## src/rtl/sd_spi_pkg.sv

```systemverilog
// Shared types and constants for the SD-card SPI command path
// (command sender, response receiver and controller).
package sd_spi_pkg;

    typedef enum logic [2:0] {
        IDLE  = 3'd0,
        HUNT  = 3'd1,
        SHIFT = 3'd2,
        BUSY  = 3'd3,
        DONE  = 3'd4
    } spi_state_e;

    localparam int R1_BITS  = 8;
    localparam int R7_BITS  = 40;
    localparam int NCR_MAX  = 64;
    localparam int BUSY_MAX = 65535;

    function automatic int max_of(input int a, input int b);
        return (a > b) ? a : b;
    endfunction

endpackage

```

## src/rtl/spi_receive_if.sv

```systemverilog
// Request/response bundle between the SD controller and the SPI response receiver.
interface spi_receive_if #(
    parameter int LONG_BITS = 40
);
    logic                 start;
    logic                 long_resp;
    logic                 wait_busy;
    logic                 bitin;
    logic [LONG_BITS-1:0] response;
    logic                 finish;
    logic                 timeout;
    logic                 running;

    modport master (
        output start, long_resp, wait_busy, bitin,
        input  response, finish, timeout, running
    );

    modport slave (
        input  start, long_resp, wait_busy, bitin,
        output response, finish, timeout, running
    );
endinterface

```

## src/rtl/spi_receive.sv

```systemverilog
// SD-card SPI response receiver: hunts for the start bit on MISO, shifts in an
// R1 or R3/R7 response and optionally waits out the R1b busy period.
module spi_receive
    import sd_spi_pkg::*;
#(
    parameter int SHORT_BITS = R1_BITS,
    parameter int LONG_BITS  = R7_BITS,
    parameter int WAIT_LIMIT = NCR_MAX,
    parameter int BUSY_LIMIT = BUSY_MAX
) (
    input  logic          spi_clock,
    input  logic          reset_n,
    spi_receive_if.slave  rx
);

    localparam int CNT_W = $clog2(max_of(max_of(WAIT_LIMIT, BUSY_LIMIT), LONG_BITS) + 1);

    localparam logic [CNT_W-1:0]     CNT_ZERO  = {CNT_W{1'b0}};
    localparam logic [CNT_W-1:0]     CNT_ONE   = {{(CNT_W-1){1'b0}}, 1'b1};
    localparam logic [CNT_W-1:0]     SHORT_CNT = CNT_W'(SHORT_BITS);
    localparam logic [CNT_W-1:0]     LONG_CNT  = CNT_W'(LONG_BITS);
    localparam logic [CNT_W-1:0]     WAIT_CNT  = CNT_W'(WAIT_LIMIT);
    localparam logic [CNT_W-1:0]     BUSY_CNT  = CNT_W'(BUSY_LIMIT);
    localparam logic [LONG_BITS-1:0] SHORT_MASK =
        {{(LONG_BITS-SHORT_BITS){1'b0}}, {SHORT_BITS{1'b1}}};

    spi_state_e           state_r;
    spi_state_e           state_s;
    logic [CNT_W-1:0]     cnt_r;
    logic [CNT_W-1:0]     cnt_s;
    logic [CNT_W-1:0]     cnt_inc_s;
    logic [CNT_W-1:0]     target_s;
    logic [LONG_BITS-2:0] shift_r;
    logic [LONG_BITS-2:0] shift_s;
    logic [LONG_BITS-1:0] shift_word_s;
    logic [LONG_BITS-1:0] response_r;
    logic [LONG_BITS-1:0] response_s;
    logic                 long_r;
    logic                 long_s;
    logic                 wait_r;
    logic                 wait_s;
    logic                 finish_r;
    logic                 finish_s;
    logic                 timeout_r;
    logic                 timeout_s;
    logic                 running_r;
    logic                 running_s;

    // Next-state, datapath and output decode for the receive FSM.
    always_comb begin
        state_s      = state_r;
        cnt_s        = cnt_r;
        shift_s      = shift_r;
        response_s   = response_r;
        long_s       = long_r;
        wait_s       = wait_r;
        finish_s     = finish_r;
        timeout_s    = timeout_r;
        cnt_inc_s    = cnt_r + CNT_ONE;
        shift_word_s = {shift_r, rx.bitin};
        target_s     = long_r ? LONG_CNT : SHORT_CNT;

        case (state_r)
            IDLE: begin
                if (rx.start) begin
                    long_s    = rx.long_resp;
                    wait_s    = rx.wait_busy;
                    shift_s   = '0;
                    cnt_s     = CNT_ZERO;
                    finish_s  = 1'b0;
                    timeout_s = 1'b0;
                    state_s   = HUNT;
                end else begin
                    state_s   = IDLE;
                end
            end
            HUNT: begin
                if (!rx.start) begin
                    cnt_s     = CNT_ZERO;
                    finish_s  = 1'b0;
                    timeout_s = 1'b0;
                    state_s   = IDLE;
                end else if (!rx.bitin) begin
                    shift_s   = shift_word_s[LONG_BITS-2:0];
                    cnt_s     = CNT_ONE;
                    state_s   = SHIFT;
                end else begin
                    cnt_s = cnt_inc_s;
                    if (cnt_inc_s == WAIT_CNT) begin
                        timeout_s = 1'b1;
                        finish_s  = 1'b1;
                        state_s   = DONE;
                    end else begin
                        state_s   = HUNT;
                    end
                end
            end
            SHIFT: begin
                if (!rx.start) begin
                    cnt_s     = CNT_ZERO;
                    finish_s  = 1'b0;
                    timeout_s = 1'b0;
                    state_s   = IDLE;
                end else begin
                    shift_s = shift_word_s[LONG_BITS-2:0];
                    cnt_s   = cnt_inc_s;
                    if (cnt_inc_s == target_s) begin
                        // Short responses are masked so stale upper bits can never leak out.
                        response_s = long_r ? shift_word_s : (shift_word_s & SHORT_MASK);
                        if (wait_r) begin
                            cnt_s    = CNT_ZERO;
                            state_s  = BUSY;
                        end else begin
                            finish_s = 1'b1;
                            state_s  = DONE;
                        end
                    end else begin
                        state_s = SHIFT;
                    end
                end
            end
            BUSY: begin
                if (!rx.start) begin
                    cnt_s     = CNT_ZERO;
                    finish_s  = 1'b0;
                    timeout_s = 1'b0;
                    state_s   = IDLE;
                end else if (rx.bitin) begin
                    finish_s  = 1'b1;
                    state_s   = DONE;
                end else begin
                    cnt_s = cnt_inc_s;
                    if (cnt_inc_s == BUSY_CNT) begin
                        timeout_s = 1'b1;
                        finish_s  = 1'b1;
                        state_s   = DONE;
                    end else begin
                        state_s   = BUSY;
                    end
                end
            end
            DONE: begin
                if (!rx.start) begin
                    finish_s  = 1'b0;
                    timeout_s = 1'b0;
                    cnt_s     = CNT_ZERO;
                    state_s   = IDLE;
                end else begin
                    state_s   = DONE;
                end
            end
            default: begin
                cnt_s     = CNT_ZERO;
                finish_s  = 1'b0;
                timeout_s = 1'b0;
                state_s   = IDLE;
            end
        endcase

        running_s = (state_s == HUNT) || (state_s == SHIFT) || (state_s == BUSY);
    end

    // State, datapath and output registers with synchronous active-low reset.
    always_ff @(posedge spi_clock) begin
        if (!reset_n) begin
            state_r    <= IDLE;
            cnt_r      <= CNT_ZERO;
            shift_r    <= '0;
            response_r <= '0;
            long_r     <= 1'b0;
            wait_r     <= 1'b0;
            finish_r   <= 1'b0;
            timeout_r  <= 1'b0;
            running_r  <= 1'b0;
        end else begin
            state_r    <= state_s;
            cnt_r      <= cnt_s;
            shift_r    <= shift_s;
            response_r <= response_s;
            long_r     <= long_s;
            wait_r     <= wait_s;
            finish_r   <= finish_s;
            timeout_r  <= timeout_s;
            running_r  <= running_s;
        end
    end

    assign rx.response = response_r;
    assign rx.finish   = finish_r;
    assign rx.timeout  = timeout_r;
    assign rx.running  = running_r;

endmodule

```

## src/flat_wrapper.sv

```systemverilog
// flat-port wrapper written by rule: the top's interface ports become plain ports
module spi_receive_flat import sd_spi_pkg::*;
#(
    parameter int SHORT_BITS = R1_BITS,
    parameter int LONG_BITS  = R7_BITS,
    parameter int WAIT_LIMIT = NCR_MAX,
    parameter int BUSY_LIMIT = BUSY_MAX
)
  (spi_clock, reset_n, rx_start, rx_long_resp, rx_wait_busy, rx_bitin, rx_response, rx_finish, rx_timeout, rx_running);
  spi_receive_if #(.LONG_BITS(LONG_BITS)) rx_i ();
  input  logic spi_clock;
  input  logic reset_n;
  input wire logic [$bits(rx_i.start)-1:0] rx_start;
  input wire logic [$bits(rx_i.long_resp)-1:0] rx_long_resp;
  input wire logic [$bits(rx_i.wait_busy)-1:0] rx_wait_busy;
  input wire logic [$bits(rx_i.bitin)-1:0] rx_bitin;
  output wire logic [$bits(rx_i.response)-1:0] rx_response;
  output wire logic [$bits(rx_i.finish)-1:0] rx_finish;
  output wire logic [$bits(rx_i.timeout)-1:0] rx_timeout;
  output wire logic [$bits(rx_i.running)-1:0] rx_running;
  assign rx_i.start = rx_start;
  assign rx_i.long_resp = rx_long_resp;
  assign rx_i.wait_busy = rx_wait_busy;
  assign rx_i.bitin = rx_bitin;
  assign rx_response = rx_i.response;
  assign rx_finish = rx_i.finish;
  assign rx_timeout = rx_i.timeout;
  assign rx_running = rx_i.running;
  spi_receive #(.SHORT_BITS(SHORT_BITS), .LONG_BITS(LONG_BITS), .WAIT_LIMIT(WAIT_LIMIT), .BUSY_LIMIT(BUSY_LIMIT)) u_core (.spi_clock(spi_clock), .reset_n(reset_n), .rx(rx_i));
endmodule
```

## config.mk

```make
export PLATFORM = sky130hd
export DESIGN_NAME = spi_receive_flat
export DESIGN_NICKNAME = d
export VERILOG_FILES = /design/src/rtl/sd_spi_pkg.sv /design/src/rtl/spi_receive_if.sv /design/src/rtl/spi_receive.sv /design/src/flat_wrapper.sv
export SDC_FILE = /design/constraint.sdc
export NUM_CORES = 1
export LEC_CHECK = 0
export CAP_MARGIN = 15
export CORE_MARGIN = 2
export CORE_UTILIZATION = 50
export DETAILED_ROUTE_END_ITERATION = 6
export GPL_TIMING_DRIVEN = 0
export PLACE_DENSITY_LB_ADDON = 0.08
export SETUP_SLACK_MARGIN = 0.05
export SYNTH_ARGS = -nofsm -noshare
export SYNTH_HDL_FRONTEND = slang
export SYNTH_SLANG_ARGS = --single-unit
```

## constraint.sdc

```tcl
create_clock -name spi_clock -period 2.7 [get_ports spi_clock]
set_input_delay 0.54 -clock spi_clock [delete_from_list [all_inputs] [get_ports spi_clock]]
set_output_delay 0.54 -clock spi_clock [all_outputs]
set_load 0.03 [all_outputs]
```

Run 1, signal metal coverage by tile:
Drawn at 4 px/micron. The die is cut into 20 by 20 equal tiles; white is low, dark blue is high, scaled to the fullest tile. Values are wire area over tile area, all layers added.
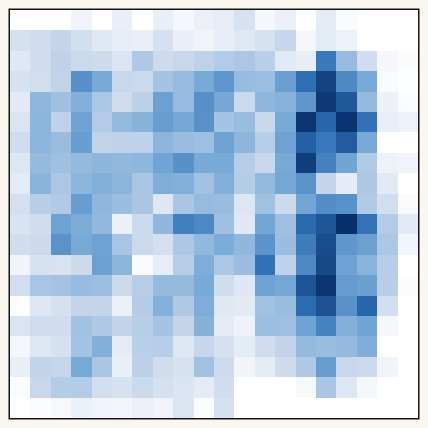
The densest ninth of the die: east. The fullest tile reaches 0.58. 20% of the tiles are over half the peak. The mean over all tiles is 0.18.

Run 1, M4 wires:
Drawn at 4 px/micron. Supply wires on this layer in gray.
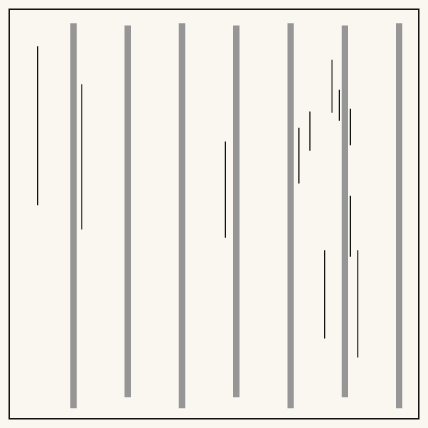
The layer holds 1.8% of the routed length. The longest straight run is 39.4 microns. The wires run mostly vertical. 11 nets have wire on it. The layer carries 215 microns of wire.

Run 1, layout detail:
Window x 36 to 66, y 16 to 46 microns. Cells in gray, sequential cells in the stronger gray; small squares are vias.
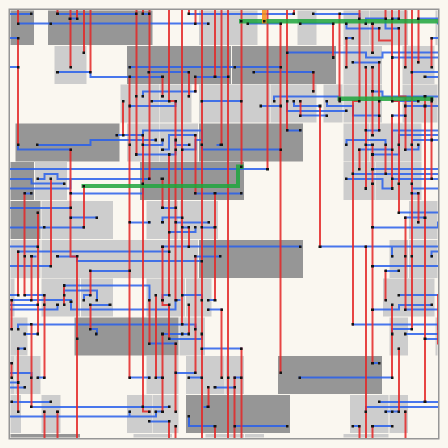
Key: metal 3 = green; metal 4 = orange; metal 1 = blue; metal 2 = red
54 logic cells have their middle in the window. Sequential cells in the window: 10. Most frequent: dfxtp_1 (10), nand3_1 (8), nor2b_1 (7). Netlist names of flops here include u_core.shift_r (6), u_core.cnt_r (2), u_core.rx.response (2).

-- run 1: logic make-up after synthesis --
kind of cell,after synthesis
AND/OR/NAND/NOR,229
XOR/XNOR,12
flip-flops,103
adder cells (fa/ha/maj),3
multiplexers,4
AND-OR/OR-AND,147
buffers and inverters,61
-- run 1: registers in the layout (all words and copies together) (netlist names) --
signal	flops
u_core.rx.finish	1
u_core.cnt_r	16
u_core.rx.timeout	1
u_core.long_r	1
u_core.wait_r	1
u_core.rx.response	40
u_core.rx.running	1
u_core.shift_r	39
u_core.state_r	3
-- run 1: power breakdown --
group	leakage [nW]	internal (mW)	switching, mW	total [mW]
registers	0.833	1.52	0.00409	1.53
clock network	0.114	0.536	0.581	1.12
logic	1.03	0.0604	0.103	0.164
-- run 1: layout make-up --
type / count / area, sq um / share of cell area, %
repair buffers: 60 / 567 / 9.47
clock inverters: 6 / 100 / 1.67
well taps: 129 / 161 / 2.70
plain buffers: 52 / 340 / 5.69
clock buffers: 9 / 124 / 2.07
inverters: 6 / 22.5 / 0.376
multi-input cells: 395 / 2600 / 43.4
flip-flops and latches: 103 / 2070 / 34.6
-- run 1: through the flow --
step	cells	utilization, %	power [mW]	setup slack [ns]
after floorplan	559	-	1.67	0.0660
after global placement	734	58.5	1.72	-0.337
after detailed placement	734	58.5	1.72	-0.424
after CTS	759	63.1	2.83	0.0322
after global routing	760	64.5	2.90	-0.0355
final	760	64.5	2.81	0.0660
-- run 1: critical path, delay by kind of cell, from the launching register on --
kind	cells	cell delay, ns
buffers and inverters	3	0.51
XOR/XNOR	1	0.12
AND/OR/NAND/NOR	2	0.48
AND-OR/OR-AND	5	1.06
flip-flops	1	0.35
-- run 1: path summary, 6_finish.rpt --
check	endpoint	slack (ns)
worst min-delay path	u_core.rx.response[31]$_SDFFE_PN0P_	0.45
worst max register to register	u_core.cnt_r[13]$_SDFFE_PN0P_	0.07
worst min register to register	u_core.rx.response[31]$_SDFFE_PN0P_	0.45
worst max-delay path	u_core.cnt_r[13]$_SDFFE_PN0P_	0.07
-- run 1: per-layer routing --
| layer | vias up | wire [microns] |
|---|---|---|
| met2 | 134 | 5830 |
| met4 | 0 | 214 |
| li1 | 2103 | - |
| met5 | - | 0 |
| met1 | 2063 | 5340 |
| met3 | 23 | 525 |
-- run 1: timing repair --
item                       4_1_cts  5_1_grt
gates cloned                     1        1
resized                         34       39
hold buffers                     0        0
setup endpoints to repair       78       74
setup buffers                   10        2
pin swaps                       13       18
==> impl_metrics.csv, run 1 <==
group,metric,value,unit
timing,fin_skew,0.0176,ns
pwr,power_per_cell_area,469,mW/mm^2
worst_setup_path,crit_slowest_cell,"sky130_fd_sc_hd__a2111oi_4",
global_routing,globalRoute.busiestLayer,"met2",
synthesis,seq_area_frac_synth,42.9,%
pwr,static_leak,1.97,nW
worst_setup_path,crit_path_frequent_cell,"sky130_fd_sc_hd__buf_4",
timing,fmax,380,MHz
synthesis,synth_dominant_cell_count,"sky130_fd_sc_hd__dfxtp_1",
synthesis,synth.logic.top_family,"simple AND/OR/NAND/NOR gates",
cells_and_area,post-route-cell-area,0.00598,sq mm
routing,detailedRoute.firstPassIterationCount,5,
routing,drt_iter0_markers,220,
worst_setup_path,crit_arrival,2.89,ns
cells_and_area,dominant_logic_cell_types_in_the_final_layout,"99 x sky130_fd_sc_hd__dfxtp_1, 75 x sky130_fd_sc_hd__nand2_1, 46 x sky130_fd_sc_hd__clkdlybuf4s50_1, 45 x sky130_fd_sc_hd__nor2b_1, 44 x sky130_fd_sc_hd__nand3_1",
synthesis,syn_std_cell_area,0.00480,sq mm
flow_run,stage_log_warnings,30,
timing,final_setup_violation_count,0,
global_routing,overflow,0,
cells_and_area,number_of_fillers_in_the_final_layout,828,
synthesis,synth.cellmix.compoundShare,22.8,%
synthesis,post_synth_adder_cell_area,0.781,%
status,outcome,"finished clean",
timing,layout_min_cycle_time,2.63,ns
timing,rsz0062_at_grt,"yes",
timing,hold_viol_final,0,
worst_setup_path,critical_path.reg2reg.startpoint,"u_core.cnt_r[2]$_SDFFE_PN0P_",
worst_hold_path,hold_path.startpoint,"u_core.rx.response[31]$_SDFFE_PN0P_",
placed_design,final_hpwl_from_detailed_placement,8030,microns
worst_setup_path,timing.reg2reg.worst_path_depth,11,
timing,totalNegativeSetupSlack,0,ns
worst_setup_path,critical-path-max-stage-delay,0.39,ns
synthesis,yosys_warnings,0,
global_routing,grt_pass1_wl,19300,microns
cts,clock-root-buffer,"sky130_fd_sc_hd__clkbuf_8",
timing,finalClockPeriodUsage,97.6,%
synthesis,post-synth-top-area-cell,"sky130_fd_sc_hd__dfxtp_1",
die,floorplan.initialDensity,51.7,%
die,design.core.area,0.00928,sq mm
worst_setup_path,startpoint_of_the_worst_setup_timing_path,"u_core.cnt_r[2]$_SDFFE_PN0P_",
placed_design,portBuffers,46,
synthesis,synth.ff_latch_count,103,
worst_setup_path,capturing_element_type_of_the_critical_path,"flip-flop",
cells_and_area,layout_top_cell_excl_fill_tap,"sky130_fd_sc_hd__dfxtp_1",
placed_design,place_congestion,0.865,
timing,max_transition_margin,53.1,%
synthesis,post_synth.cell_area_avg,8.59,sq um
synthesis,ys_types,54,
cts,cts_tree,"done",
die,fp.dieW,102,microns
synthesis,net_count_after_synthesis,568,
cts,clock_path_buffers,2,
cells_and_area,syn2layout_area_growth,24.6,%
routing,vias_per_cell,5.69,
cts,insertion_delay,0.37,ns
routing,detail_route.drc_violations,0,
global_routing,gr-usage-all-layers,23.1,%
routing,routed_wire_length_per_instance,15.7,microns
timing,worst_pin_slew,0.697,ns
routing,drt-total-wl,11900,microns
synthesis,post_synth_and_or_nand_nor_area_fraction,24.2,%
global_routing,global_route.usage.met1,30.4,%
timing,holdWs,0.454,ns
die,die-height,102,microns
synthesis,synth_stat.cells,559,
die,die_area,0.0104,sq mm
worst_setup_path,crit_chain,"buf_4, nand4_1, nor2_2, xor2_1, a2111oi_4, buf_4, a31oi_4, o21ba_4, buf_6, a21o_1, a22o_1",
global_routing,largest_net_degree_at_the_start_of_global_routing,19,
cells_and_area,fin_nets,636,
routing,antenna_violating_nets_post_route,0,
die,row_count,35,
cells_and_area,diode_insertion_count_for_antenna_repair,0,
synthesis,common_cells,"103 x sky130_fd_sc_hd__dfxtp_1, 75 x sky130_fd_sc_hd__nand2_1, 47 x sky130_fd_sc_hd__nand3_1",
worst_setup_path,setup.worst_path.start_class,"flip-flop",
global_routing,antenna_found_initial,0,
timing,report.final.slew_viol_count,0,
worst_setup_path,critPathMaxFanout,10,
worst_hold_path,holdCritPathClass,"reg -> reg",
worst_setup_path,worstSetupPathType,"reg -> reg",
worst_setup_path,worst_ep_required_time,2.95,ns
synthesis,ys_sh_mux,0.834,%
synthesis,area_leaders,"sky130_fd_sc_hd__dfxtp_1 43%, sky130_fd_sc_hd__a22oi_1 6.6%, sky130_fd_sc_hd__a21boi_1 6.3%, sky130_fd_sc_hd__nor2b_1 6.0%, sky130_fd_sc_hd__nand2_1 5.9%",
synthesis,synth-async-reset-ratio,0,%
flow_run,cap_viol_max_count,0,
pwr,vdd_drop_max,0.317,mV
cells_and_area,layout-drive-gt1-share,13.8,%
placed_design,placed_cell_area,0.00543,sq mm
routing,via_count,4323,
die,io_pins,49,
cts,clk_pin_slew_worst_paths,0.11,ns
cts,tritoncts_num_sinks,103,
global_routing,grtUsageMet2,38.8,%
synthesis,yosys.area.top_type_share,42.9,%
global_routing,globalRouteMet3Util,4.10,%
worst_hold_path,timing.hold.worst_path_depth,2,
cts,cts_inserted_buffers,9,
global_routing,vias_in_the_first_global_route,3994,
synthesis,synthCells,559,
cts,htree_num_levels,3,
synthesis,ys_chip_area,0.00480,sq mm
synthesis,edf_count,0,
synthesis,synth_top_flop_cell,"sky130_fd_sc_hd__dfxtp_1",
synthesis,xor_area_share,2.19,%
==> run 1 -> run 2 <==
--- a/config.mk
+++ b/config.mk
@@ -7,7 +7,7 @@
 export LEC_CHECK = 0
 export CAP_MARGIN = 15
 export CORE_MARGIN = 2
-export CORE_UTILIZATION = 50
+export CORE_UTILIZATION = 35
 export DETAILED_ROUTE_END_ITERATION = 6
 export GPL_TIMING_DRIVEN = 0
 export PLACE_DENSITY_LB_ADDON = 0.08
==> run 2 against run 1 <==
Net effect:
- the run now ends with setup timing left
- die size up 41%
- synthesized cell count unchanged
- power rose by 12%
- final area up 3.1%
- first-iteration DRC count rose by 69%
- final cell count rose by 6.8%
- core utilization fell by 18 points
- clock power grew 29%
==> impl_metrics.csv, run 2 <==
group,metric,value,unit
cts,insertion_delay,0.35,ns
synthesis,yosys.area.top_type_share,42.9,%
cts,clock_path_buffers,2,
cells_and_area,layout_top_cell_excl_fill_tap,"sky130_fd_sc_hd__dfxtp_1",
synthesis,post_synth.cell_area_avg,8.59,sq um
worst_setup_path,timing.reg2reg.worst_path_depth,11,
synthesis,synth_dominant_cell_count,"sky130_fd_sc_hd__dfxtp_1",
cells_and_area,layout.core_utilization,46.2,%
timing,worst_pin_slew,0.643,ns
routing,detailedRoute.firstPassIterationCount,4,
placed_design,place_congestion,0.871,
synthesis,post_synth_and_or_nand_nor_area_fraction,24.2,%
cells_and_area,largest_register_ff_count,40,
timing,fmax,369,MHz
worst_setup_path,setup_slack_reg_to_reg,-0.008,ns
synthesis,post-synth-top-area-cell,"sky130_fd_sc_hd__dfxtp_1",
routing,antenna_violating_nets_post_route,0,
synthesis,xor_area_share,2.19,%
timing,holdWs,0.451,ns
synthesis,synth_top_flop_cell,"sky130_fd_sc_hd__dfxtp_1",
die,floorplan.initialDensity,36.0,%
worst_setup_path,crit_chain,"buf_6, and4_4, a2111oi_4, o21ai_2, a2111oi_4, buf_4, buf_6, nand4b_1, a21oi_2, nor2_1, a311o_1",
die,die-height,121,microns
cts,tritoncts_num_sinks,103,
synthesis,ys_types,54,
worst_setup_path,worst_path_dominant_cell_family,"AND-OR/OR-AND gates",
worst_hold_path,hold-path-endpoint,"u_core.rx.response[29]$_SDFFE_PN0P_",
global_routing,largest_net_degree_at_the_start_of_global_routing,18,
synthesis,ys_chip_area,0.00480,sq mm
synthesis,synth-async-reset-ratio,0,%
pwr,static_leak,2.03,nW
synthesis,seq_area_frac_synth,42.9,%
die,io_pins,49,
worst_setup_path,critical-path-max-stage-delay,0.39,ns
placed_design,placement.setup.worst_slack,-0.430,ns
timing,final.setup.worst_slack,-0.00838,ns
placed_design,dp_cells,781,
cts,cts_tree,"done",
placed_design,portBuffers,46,
timing,final_setup_violation_count,1,
worst_setup_path,worst_ep_required_time,2.94,ns
timing,layout_min_cycle_time,2.71,ns
placed_design,placed_cell_area,0.00549,sq mm
timing,max_transition_margin,57.1,%
routing,vias_per_cell,5.35,
die,die_area,0.0147,sq mm
synthesis,synth.logic.top_family,"simple AND/OR/NAND/NOR gates",
synthesis,net_count_after_synthesis,568,
cts,htree_num_levels,3,
worst_setup_path,crit_arrival,2.94,ns
worst_setup_path,critPathMaxFanout,5,
cells_and_area,diode_insertion_count_for_antenna_repair,0,
status,outcome,"finished, violations left",
cells_and_area,dominant_logic_cell_types_in_the_final_layout,"100 x sky130_fd_sc_hd__dfxtp_1, 75 x sky130_fd_sc_hd__nand2_1, 46 x sky130_fd_sc_hd__clkdlybuf4s50_1, 45 x sky130_fd_sc_hd__nor2b_1, 44 x sky130_fd_sc_hd__nand3_1",
worst_setup_path,worstSetupPathType,"reg -> reg",
worst_hold_path,timing.hold.worst_path_depth,2,
cts,clock-root-buffer,"sky130_fd_sc_hd__clkbuf_16",
pwr,comb_power_share,5.5,%
pwr,swShare,22.8,%
worst_setup_path,reg2reg_to,"u_core.rx.running$_SDFF_PN0_",
timing,finalClockPeriodUsage,100,%
routing,detail_route.drc_violations,0,
flow_run,cap_viol_max_count,0,
pwr,power_per_cell_area,511,mW/mm^2
cells_and_area,syn2layout_area_growth,28.4,%
placed_design,final_hpwl_from_detailed_placement,8800,microns
synthesis,edf_count,0,
cts,clk_pin_slew_worst_paths,0.07,ns
worst_hold_path,hold_path.startpoint,"u_core.rx.response[29]$_SDFFE_PN0P_",
routing,drt_iter0_markers,371,
timing,hold_viol_final,0,
worst_hold_path,holdCritPathClass,"reg -> reg",
timing,report.final.slew_viol_count,0,
cells_and_area,final-instance-count-excl-fill,812,
synthesis,synth.ff_latch_count,103,
synthesis,area_leaders,"sky130_fd_sc_hd__dfxtp_1 43%, sky130_fd_sc_hd__a22oi_1 6.6%, sky130_fd_sc_hd__a21boi_1 6.3%, sky130_fd_sc_hd__nor2b_1 6.0%, sky130_fd_sc_hd__nand2_1 5.9%",
die,design.core.area,0.0133,sq mm
worst_setup_path,crit_slowest_cell,"sky130_fd_sc_hd__a2111oi_4",
worst_setup_path,critical_path_buf_inv_count,3,
pwr,vdd_drop_max,0.568,mV
cts,cts_inserted_buffers,9,
worst_setup_path,setup.worst_path.start_class,"flip-flop",
routing,via_count,4341,
global_routing,vias_in_the_first_global_route,4350,
flow_run,stage_log_warnings,30,
timing,totalNegativeSetupSlack,-0.00838,ns
pwr,power.share.sequential,48.4,%
global_routing,antenna_found_initial,0,
global_routing,gr-usage-all-layers,18.0,%
timing,fin_skew,0.00951,ns
worst_setup_path,critical_path.reg2reg.startpoint,"u_core.cnt_r[0]$_SDFFE_PN0P_",
synthesis,syn_std_cell_area,0.00480,sq mm
cells_and_area,fin_nets,641,
status,violations,"setup timing",
cells_and_area,layout-drive-gt1-share,14.8,%
pwr,power.total,3.15,mW
global_routing,grt_pass1_wl,21100,microns
worst_setup_path,capturing_element_type_of_the_critical_path,"flip-flop",
timing,rsz0062_at_grt,"yes",
## run 2: cell counts after synthesis
No cell type changed its count.
## run 2: cell type report
type | instances | area (sq um)
Buffer | 53 | 309
Clock buffer | 10 | 239
Clock inverter | 5 | 90.1
Fill cell | 1331 | 7180
Inverter | 6 | 22.5
Multi-Input combinational cell | 395 | 2610
Sequential cell | 103 | 2070
Tap cell | 176 | 220
Timing Repair Buffer | 64 | 611
## run 2: layer usage
metal | track usage, % | vias up | part of all wire (%)
li1 | - | 2119 | -
met1 | 21.9 | 2112 | 46
met2 | 30.7 | 88 | 49
met3 | 4.51 | 22 | 2.9
met4 | 6.61 | 0 | 2.2
met5 | 0 | - | 0
## run 2: cell families after synthesis
group / count (synthesis)
buffers and inverters: 61
adders and majority gates: 3
and+or+nand+nor: 229
muxes: 4
AOI/OAI and AO/OA: 147
DFF: 103
xor gates and xnor gates: 12
## run 2: worst max path at each step
stage,start,to,slack (ns),depth (start not counted)
floorplan,u_core.cnt_r[1]$_SDFFE_PN0P_,u_core.cnt_r[4]$_SDFFE_PN0P_,0.07,11
global placement,rx_start,u_core.shift_r[25]$_SDFFE_PN0P_,-0.37,8
detailed placement,rx_start,u_core.shift_r[24]$_SDFFE_PN0P_,-0.43,8
CTS,u_core.cnt_r[0]$_SDFFE_PN0P_,u_core.rx.finish$_SDFFE_PN0P_,0.03,11
global route,u_core.cnt_r[0]$_SDFFE_PN0P_,u_core.rx.running$_SDFF_PN0_,-0.1,12
finish,u_core.cnt_r[0]$_SDFFE_PN0P_,u_core.rx.running$_SDFF_PN0_,-0.008,11
## run 2: tightest hold or removal path: stages, from the launching register on
cell and delay, ns:
sky130_fd_sc_hd__dfxtp_1 0.31, sky130_fd_sc_hd__nand2_1 0.05, sky130_fd_sc_hd__a21boi_1 0.05
## run 2: power by group through the flow
stage | clock network (mW) | logic [mW] | registers (mW)
2_1_floorplan | 0 | 0.107 | 1.57
3_3_place_gp | 0 | 0.159 | 1.56
3_5_place_dp | 0 | 0.160 | 1.56
4_1_cts | 1.49 | 0.168 | 1.53
5_1_grt | 1.55 | 0.191 | 1.53
6_report | 1.45 | 0.174 | 1.53
## run 2: timing repair
item,in CTS,in global routing
hold buffers,0,0
gates cloned,1,0
gates resized,32,37
setup buffers,12,5
endpoints found under the setup margin,80,71
pin swaps,11,11
Run 2, layout detail:
Window x 46 to 76, y 21 to 51 microns. Cells in gray, sequential cells in the stronger gray; small squares are vias.
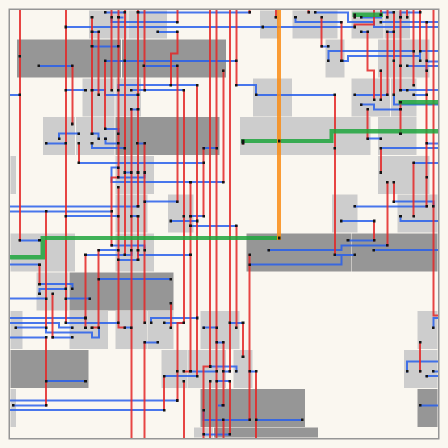
Key: metal 3 = green; metal 1 = blue; metal 4 = orange; metal 2 = red
Netlist names of flops here include u_core.shift_r (5), u_core.cnt_r (2). Most frequent: dfxtp_1 (8), nand3_1 (6). Sequential cells in the window: 8. 43 logic cells have their middle in the window.

==> run 2 -> run 3 <==
--- a/config.mk
+++ b/config.mk
@@ -7,7 +7,7 @@
 export LEC_CHECK = 0
 export CAP_MARGIN = 15
 export CORE_MARGIN = 2
-export CORE_UTILIZATION = 35
+export CORE_UTILIZATION = 47
 export DETAILED_ROUTE_END_ITERATION = 6
 export GPL_TIMING_DRIVEN = 0
 export PLACE_DENSITY_LB_ADDON = 0.08
==> run 3 against run 2 <==
Net effect:
- the flow now finishes without violations
- die size down 25%
- global-route usage grew 3.2 points
- maximum frequency increased by 1.3%
- sequential power about the same
- routed wire length fell by 6.7%
- first-iteration DRC count shrank 35%
- register-to-register slack improved by 0.04 ns
- worst hold slack improved by 0.0051 ns
- power decreased by 15%
- critical path type unchanged
==> impl_metrics.csv, run 3 <==
group,metric,value,unit
global_routing,vias_in_the_first_global_route,4069,
worst_setup_path,setup.worst_path.start_class,"flip-flop",
worst_hold_path,timing.hold.worst_path_depth,2,
synthesis,synth-async-reset-ratio,0,%
timing,holdWs,0.456,ns
worst_setup_path,capturing_element_type_of_the_critical_path,"flip-flop",
routing,via_count,4364,
cells_and_area,layout_top_cell_excl_fill_tap,"sky130_fd_sc_hd__dfxtp_1",
pwr,power_per_cell_area,445,mW/mm^2
synthesis,post-synth-top-area-cell,"sky130_fd_sc_hd__dfxtp_1",
worst_setup_path,worstSetupPathType,"reg -> reg",
die,fp.dieW,105,microns
synthesis,area_leaders,"sky130_fd_sc_hd__dfxtp_1 43%, sky130_fd_sc_hd__a22oi_1 6.6%, sky130_fd_sc_hd__a21boi_1 6.3%, sky130_fd_sc_hd__nor2b_1 6.0%, sky130_fd_sc_hd__nand2_1 5.9%",
worst_setup_path,crit_arrival,2.93,ns
timing,layout_min_cycle_time,2.67,ns
synthesis,seq_area_frac_synth,42.9,%
timing,fmax,374,MHz
routing,vias_per_cell,5.67,
cts,tritoncts_num_sinks,103,
timing,worst_pin_slew,0.773,ns
cts,cts_inserted_buffers,9,
synthesis,synthCells,559,
cells_and_area,layout-drive-gt1-share,15.1,%
die,row_count,36,
cells_and_area,layout.core_utilization,60.9,%
die,floorplan.initialDensity,48.7,%
synthesis,synth_top_flop_cell,"sky130_fd_sc_hd__dfxtp_1",
cts,clk_pin_slew_worst_paths,0.11,ns
timing,rsz0062_at_grt,"yes",
synthesis,yosys.area.top_type_share,42.9,%
timing,report.final.slew_viol_count,0,
cells_and_area,seqCellArea,0.00207,sq mm
worst_setup_path,critical_path.reg2reg.startpoint,"u_core.cnt_r[1]$_SDFFE_PN0P_",
timing,max_transition_margin,48.0,%
synthesis,edf_count,0,
die,die_area,0.0110,sq mm
cts,cts_tree,"done",
pwr,comb_power_share,6.5,%
pwr,power.share.sequential,57.1,%
die,design.core.area,0.00986,sq mm
flow_run,cap_viol_max_count,0,
placed_design,place_congestion,0.900,
global_routing,overflow,0,
synthesis,synth.ff_latch_count,103,
timing,fin_skew,0.0129,ns
cells_and_area,dominant_logic_cell_types_in_the_final_layout,"100 x sky130_fd_sc_hd__dfxtp_1, 75 x sky130_fd_sc_hd__nand2_1, 46 x sky130_fd_sc_hd__nor2b_1, 46 x sky130_fd_sc_hd__clkdlybuf4s50_1, 44 x sky130_fd_sc_hd__nand3_1",
cells_and_area,number_of_fillers_in_the_final_layout,883,
synthesis,ys_types,54,
cells_and_area,syn2layout_area_growth,25.0,%
cts,htree_num_levels,3,
worst_setup_path,timing.reg2reg.worst_path_depth,11,
routing,detailedRoute.firstPassIterationCount,5,
global_routing,largest_net_degree_at_the_start_of_global_routing,20,
global_routing,gr-usage-all-layers,21.2,%
synthesis,synth_stat.cells,559,
routing,detail_route.drc_violations,0,
cells_and_area,fin_nets,641,
placed_design,placed_cell_area,0.00543,sq mm
worst_setup_path,reg2reg_to,"u_core.cnt_r[9]$_SDFFE_PN0P_",
cts,clock_path_buffers,2,
flow_run,stage_log_warnings,29,
cts,clock-root-buffer,"sky130_fd_sc_hd__clkbuf_8",
worst_hold_path,hold-path-endpoint,"u_core.rx.response[4]$_SDFFE_PN0P_",
pwr,static_leak,1.98,nW
status,outcome,"finished clean",
pwr,switchingPower,0.699,mW
worst_hold_path,holdCritPathClass,"reg -> reg",
worst_setup_path,worst_ep_required_time,2.96,ns
routing,routed_wire_length_per_instance,15.6,microns
cells_and_area,layout.area.comb,0.00260,sq mm
global_routing,antenna_found_initial,0,
routing,drt-total-wl,12000,microns
pwr,power.total,2.67,mW
pwr,swShare,26.2,%
pwr,clockPowerShare,36.4,%
worst_setup_path,setup_slack_reg_to_reg,0.03,ns
worst_setup_path,startpoint_of_the_worst_setup_timing_path,"u_core.cnt_r[1]$_SDFFE_PN0P_",
routing,antenna_violating_nets_post_route,0,
routing,drt_iter0_markers,243,
timing,finalClockPeriodUsage,99.0,%
pwr,cell_internal_pwr,1.97,mW
cells_and_area,final-instance-count-excl-fill,770,
cts,insertion_delay,0.36,ns
synthesis,common_cells,"103 x sky130_fd_sc_hd__dfxtp_1, 75 x sky130_fd_sc_hd__nand2_1, 47 x sky130_fd_sc_hd__nand3_1",
placed_design,portBuffers,46,
cells_and_area,post-route-cell-area,0.00600,sq mm
synthesis,syn_std_cell_area,0.00480,sq mm
timing,totalNegativeSetupSlack,0,ns
synthesis,ys_chip_area,0.00480,sq mm
synthesis,synth_dominant_cell_count,"sky130_fd_sc_hd__dfxtp_1",
placed_design,final_hpwl_from_detailed_placement,8150,microns
worst_setup_path,critPathMaxFanout,8,
placed_design,dp_cells,738,
cells_and_area,largest_register_ff_count,40,
global_routing,grt_pass1_wl,19400,microns
timing,final.setup.worst_slack,0.0270,ns
pwr,vdd_drop_max,0.289,mV
synthesis,post_synth.cell_area_avg,8.59,sq um
synthesis,net_count_after_synthesis,568,
timing,hold_viol_final,0,
die,io_pins,49,
placed_design,placement.setup.worst_slack,-0.403,ns
synthesis,yosys_warnings,0,
die,die-height,105,microns
cells_and_area,diode_insertion_count_for_antenna_repair,0,
timing,final_setup_violation_count,0,
worst_hold_path,hold_path.startpoint,"u_core.rx.response[4]$_SDFFE_PN0P_",
run 3: worst max-delay path by stage:
stage	endpoint	slack [ns]	cells after the start
after CTS	u_core.shift_r[26]$_SDFFE_PN0P_	0.05	8
after global routing	u_core.rx.running$_SDFF_PN0_	-0.07	11
final	u_core.cnt_r[9]$_SDFFE_PN0P_	0.03	11
after floorplan	u_core.cnt_r[4]$_SDFFE_PN0P_	0.07	11
after detailed placement	u_core.rx.response[0]$_SDFFE_PN0P_	-0.40	12
after global placement	u_core.rx.response[1]$_SDFFE_PN0P_	-0.40	12
run 3: worst max-delay path, stage by stage (launching register included):
cell                        delay, ns
sky130_fd_sc_hd__dfxtp_4         0.39
sky130_fd_sc_hd__ha_4            0.12
sky130_fd_sc_hd__buf_6           0.12
sky130_fd_sc_hd__nand4_4         0.14
sky130_fd_sc_hd__a2111oi_4       0.32
sky130_fd_sc_hd__o21ai_2         0.12
sky130_fd_sc_hd__a2111oi_4       0.43
sky130_fd_sc_hd__a31oi_2         0.17
sky130_fd_sc_hd__o21ba_4         0.29
sky130_fd_sc_hd__buf_8           0.14
sky130_fd_sc_hd__a21o_1          0.15
sky130_fd_sc_hd__a22o_1          0.17
run 3: power by group through the flow:
stage               clock [mW]  combinational [mW]  sequential [mW]
floorplan                    0               0.107             1.57
global placement             0               0.154             1.56
detailed placement           0               0.155             1.56
CTS                      0.995               0.160             1.53
global route              1.06               0.189             1.53
finish                   0.973               0.173             1.53
run 3: final cells by class:
cell class | count | share of cell area, %
buffer | 53 | 5.48
clock buffer | 10 | 2.29
tap | 133 | 2.77
timing repair buffer | 64 | 10.2
clock inverter | 6 | 1.04
inverter | 6 | 0.375
sequential | 103 | 34.5
multi-input combinational | 395 | 43.4
run 3: cells by family (layout without fill, tap and decap cells):
group | count (synthesis) | after routing | share of synthesized area, %
AND-OR/OR-AND | 147 | 147 | 22.8
flip-flops | 103 | 103 | 42.9
AND/OR/NAND/NOR | 229 | 229 | 24.2
multiplexers | 4 | 4 | 0.834
XOR/XNOR | 12 | 12 | 2.19
buffers and inverters | 61 | 139 | 6.23
adder cells (fa/ha/maj) | 3 | 3 | 0.782
run 3: routing by layer:
| layer | routed length, microns | global-route usage (%) |
|---|---|---|
| met3 | 561 | 3.31 |
| met5 | 0 | 0 |
| met1 | 5840 | 30.2 |
| met2 | 5340 | 32.7 |
| met4 | 235 | 7.14 |
run 3: repair_timing:
item                       4_1_cts  5_1_grt
setup endpoints to repair       60       80
pin swaps                        9       15
gates resized                   25       52
gates cloned                     0        2
hold buffers                     0        0
setup buffers                    7        9
Run 3, signal metal coverage by tile:
Drawn at 4 px/micron. The die is cut into 21 by 21 equal tiles; white is low, dark blue is high, scaled to the fullest tile. Values are wire area over tile area, all layers added.
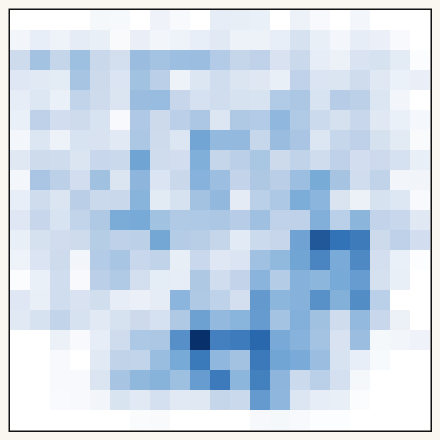
The emptiest ninth of the die: south-west. The mean over all tiles is 0.17. The densest ninth of the die: south.


==> layout pictures side by side <==
Selected gate families.
image #1
Drawn at 6 px/micron.
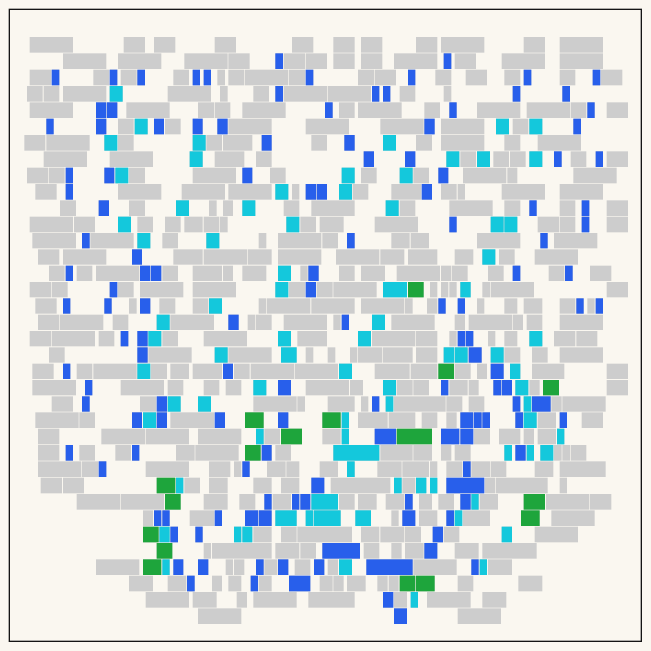
image #2
Drawn at 4 px/micron.
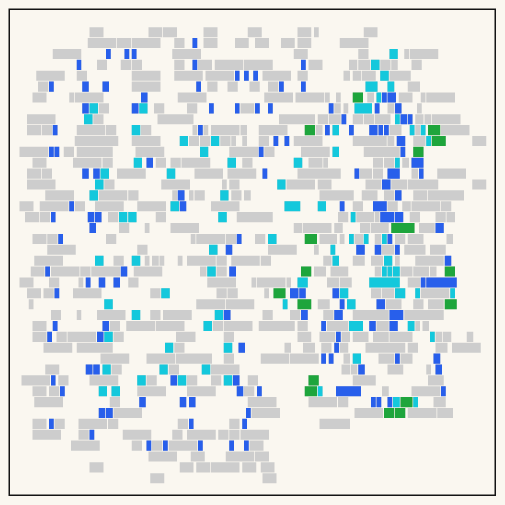
run 3 -> image #1
run 2 -> image #2

No activity file was given, so power comes from the tool's default toggle rates.
